[src/rtl/t_ff_updown_counter.sv]
// Up/down counter built from a bank of T flip-flops, with hold, parallel
// load, wrap or saturate at the boundaries and a registered terminal-count pulse.
module t_ff_updown_counter #(
    parameter int unsigned WIDTH    = 4,
    parameter bit          SATURATE = 1'b0
) (
    input  logic             clk,
    input  logic             rst,
    input  logic             en,
    input  logic [1:0]       mode,
    input  logic [WIDTH-1:0] d,
    output logic [WIDTH-1:0] q,
    output logic [WIDTH-1:0] q_bar,
    output logic             tc
);

    localparam logic [1:0] MODE_HOLD = 2'b00;
    localparam logic [1:0] MODE_UP   = 2'b01;
    localparam logic [1:0] MODE_DOWN = 2'b10;
    localparam logic [1:0] MODE_LOAD = 2'b11;

    logic [WIDTH-1:0] q_q, q_d;
    logic [WIDTH-1:0] q_bar_q, q_bar_d;
    logic             tc_q, tc_d;

    logic [WIDTH-1:0] up_t;
    logic [WIDTH-1:0] dn_t;
    logic [WIDTH-1:0] t;
    logic             at_max;
    logic             at_min;
    logic             load;

    // Toggle terms: a bit flips once every lower bit is all-ones (up) or all-zeros (down).
    always_comb begin
        up_t    = '0;
        dn_t    = '0;
        up_t[0] = 1'b1;
        dn_t[0] = 1'b1;
        for (int unsigned i = 1; i < WIDTH; i++) begin
            up_t[i] = up_t[i-1] & q_q[i-1];
            dn_t[i] = dn_t[i-1] & ~q_q[i-1];
        end
        at_max = &q_q;
        at_min = ~|q_q;
    end

    // Mode decode: pick the toggle vector, flag boundary hits, and select load vs toggle.
    always_comb begin
        t    = '0;
        tc_d = 1'b0;
        load = 1'b0;
        if (en) begin
            case (mode)
                MODE_UP: begin
                    tc_d = at_max;
                    if (!(SATURATE && at_max)) t = up_t;
                end
                MODE_DOWN: begin
                    tc_d = at_min;
                    if (!(SATURATE && at_min)) t = dn_t;
                end
                MODE_LOAD: load = 1'b1;
                MODE_HOLD: t = '0;
                default:   t = '0;
            endcase
        end
        q_d     = load ? d : (q_q ^ t);
        q_bar_d = ~q_d;
    end

    // State register; reset clears the count and overrides any mode.
    always_ff @(posedge clk) begin
        if (rst) begin
            q_q     <= '0;
            q_bar_q <= '1;
            tc_q    <= 1'b0;
        end else begin
            q_q     <= q_d;
            q_bar_q <= q_bar_d;
            tc_q    <= tc_d;
        end
    end

    assign q     = q_q;
    assign q_bar = q_bar_q;
    assign tc    = tc_q;

endmodule

[config.mk]
export PLATFORM = sky130hd
export DESIGN_NAME = t_ff_updown_counter
export DESIGN_NICKNAME = d
export VERILOG_FILES = /design/src/rtl/t_ff_updown_counter.sv
export SDC_FILE = /design/constraint.sdc
export NUM_CORES = 1
export LEC_CHECK = 0
export CAP_MARGIN = 20
export CORE_AREA = 4 4 41 43
export CTS_BUF_LIST = sky130_fd_sc_hd__clkbuf_4
export CTS_CLUSTER_DIAMETER = 30
export DETAILED_ROUTE_END_ITERATION = 7
export DIE_AREA = 0 0 45 47
export PLACE_DENSITY_LB_ADDON = 0.25
export SLEW_MARGIN = 10
export SYNTH_ARGS = -nofsm -noshare
export SYNTH_HDL_FRONTEND = slang
export SYNTH_SLANG_ARGS = --single-unit
[constraint.sdc]
create_clock -name clk -period 2.2 [get_ports clk]
set_input_delay 0.44 -clock clk [delete_from_list [all_inputs] [get_ports clk]]
set_output_delay 0.44 -clock clk [all_outputs]
set_load 0.005 [all_outputs]
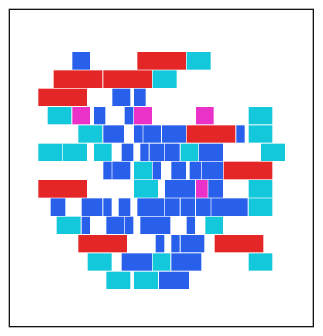
Fig. 1. Cells colored by class.
clock drivers and dummy loads -> magenta  # cells 4
remaining buffers and delay cells -> cyan  # cells 22
sequential cells -> red  # cells 9
remaining logic cells -> blue  # cells 43
area of the core: 0.00130 mm²
placement row count: 13
post-route design area: 737 µm²

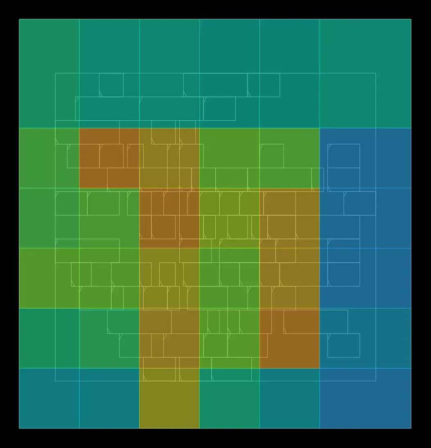
Fig. 2. Routing congestion.
met1 track utilization from global routing: 13.3%
global-route met2 utilization: 18.1%
GRT Max-Usage Layer: met2

==> run notes <==
For the combinational group share of total power, the log shows 24.3%. In the final layout, the share of cells above drive strength 1 is 15.4%. The tally of nets with antenna violations remaining after routing is 0. The number of antenna violations at the first check in global routing was 0. Counting the warning lines in the Yosys log gives 0. Detailed routing inserted a total of 479 vias. The number of diodes is 0, and the flop share of the area is 24.4%.

The total chip power is 0.000420 W. For reference, the top cells by area after synthesis are sky130_fd_sc_hd__dfxtp_1 (36%), sky130_fd_sc_hd__ha_1 (10%), sky130_fd_sc_hd__nand2_1 (3.7%). The run gives 47 µm for the vertical die size. The maximum clock frequency is 508 MHz, and the non-clock buffer total of the final layout is 22. Category of the most critical setup path: in -> reg. The static leakage was 0.299 nW. The worst register-to-register path begins at q[0]. The final net count came out at 92.

Setup repair after global routing left no endpoint under its margin. STA classifies the critical path startpoint as an input port. The count of library flops with an enable pin was 0; the die boundary width was 45 µm.

The via count of the first global-routing pass was 425; the number of filler cells placed in the layout was 128. The setup skew after layout came out at 0.00858 ns. The flow ran to the end, and the final reports show no timing, DRC or antenna violations. In the Yosys report, the sequential cells make up 35.9% of the chip area.

The CTS log lists the clock sinks for this run as 9. The number of nets in the synthesized netlist is 68. At the pin with the least slew margin, the transition time is 0.401 ns.

Hold repair after CTS inserted 0 buffers. Final weighted congestion in routability-driven placement: 0.764. The final timing report lists a max-slew violation count of 0.

The area taken by multi-input combinational cells is reported as 288 µm². The iteration count recorded for the first detailed-route pass is 4. The half-perimeter wire length after detailed placement was 828 µm; the number of port buffers was 17.

In this run the cell area of the synthesized design comes to 502 µm². In the final layout, excluding clock inverters the inverter count is 4.
-- cells in the final DEF, fill, tap and decap left out --
cell,count
sky130_fd_sc_hd__a21oi_1,1
sky130_fd_sc_hd__clkbuf_4,3
sky130_fd_sc_hd__nor3b_1,1
sky130_fd_sc_hd__a311oi_1,1
sky130_fd_sc_hd__a22oi_1,1
sky130_fd_sc_hd__mux2i_1,1
sky130_fd_sc_hd__inv_1,4
sky130_fd_sc_hd__o21ai_1,3
sky130_fd_sc_hd__nand4_1,2
sky130_fd_sc_hd__a21o_1,1
sky130_fd_sc_hd__a31oi_1,1
sky130_fd_sc_hd__a32oi_1,1
sky130_fd_sc_hd__nor3b_2,1
sky130_fd_sc_hd__nor2b_1,1
sky130_fd_sc_hd__mux2_2,1
sky130_fd_sc_hd__o21a_1,1
sky130_fd_sc_hd__o31ai_1,1
sky130_fd_sc_hd__nand2b_1,1
sky130_fd_sc_hd__buf_4,5
sky130_fd_sc_hd__clkinv_2,1
sky130_fd_sc_hd__or3_1,1
sky130_fd_sc_hd__or4b_1,1
sky130_fd_sc_hd__nor4_1,1
sky130_fd_sc_hd__a311o_1,1
sky130_fd_sc_hd__or2_1,1
sky130_fd_sc_hd__a2bb2oi_1,1
sky130_fd_sc_hd__a2111oi_2,1
sky130_fd_sc_hd__nor2_1,3
sky130_fd_sc_hd__o21ai_0,1
sky130_fd_sc_hd__dfxtp_1,9
sky130_fd_sc_hd__nand2_1,5
sky130_fd_sc_hd__ha_1,4
sky130_fd_sc_hd__clkdlybuf4s50_1,17
-- worst min-delay path, stage by stage, from the launching register on --
cell and delay, ns:
sky130_fd_sc_hd__dfxtp_1 0.35, sky130_fd_sc_hd__nor2b_1 0.15, sky130_fd_sc_hd__a2111oi_2 0.06
-- how the worst min path moves through the flow --
stage | depth (start not counted) | end | slack [ns] | startpoint
2_1_floorplan | 2 | tc | 0.56 | q[3]
3_3_place_gp | 2 | tc | 0.58 | q[3]
3_5_place_dp | 2 | tc | 0.58 | q[3]
4_1_cts | 2 | q[2] | 0.61 | q[2]
5_1_grt | 2 | tc | 0.64 | q[2]
6_report | 2 | tc | 0.60 | q[2]
-- through the flow --
stage | util (%) | hold WS [ns]
floorplan | - | 0.556
global placement | 54.5 | 0.584
detailed placement | 54.5 | 0.584
CTS | 56.6 | 0.607
global route | 56.6 | 0.641
finish | 56.6 | 0.604
-- power by group through the flow --
stage	registers (W)	logic, W	clock network (W)
6_report	0.000188	0.000102	0.000129
5_1_grt	0.000191	0.000111	0.000144
4_1_cts	0.000188	0.000103	0.000135
3_5_place_dp	0.000192	0.000101	0
3_3_place_gp	0.000192	0.000101	0
2_1_floorplan	0.000189	0.0000484	0
-- cell families after synthesis --
family	synth area share, %
AOI/OAI and AO/OA	22.4
adders and majority gates	9.98
buffers and inverters	6.73
DFF	35.9
muxes	4.24
and+or+nand+nor	20.7
-- metal layers --
metal  part of all wire [%]  GRT usage [%]  wire length (µm)
met1                     46           13.3               511
met2                     46           18.1               510
met3                    7.7           6.13                85
met4                      0           1.75                 0
met5                      0              0                 0
-- flip-flops by register name, summed over array words and instances, names as in the netlist --
register  count
tc            1
q_bar         4
q             4
Power figures rest on the tool's default switching activity, not on a simulated workload.
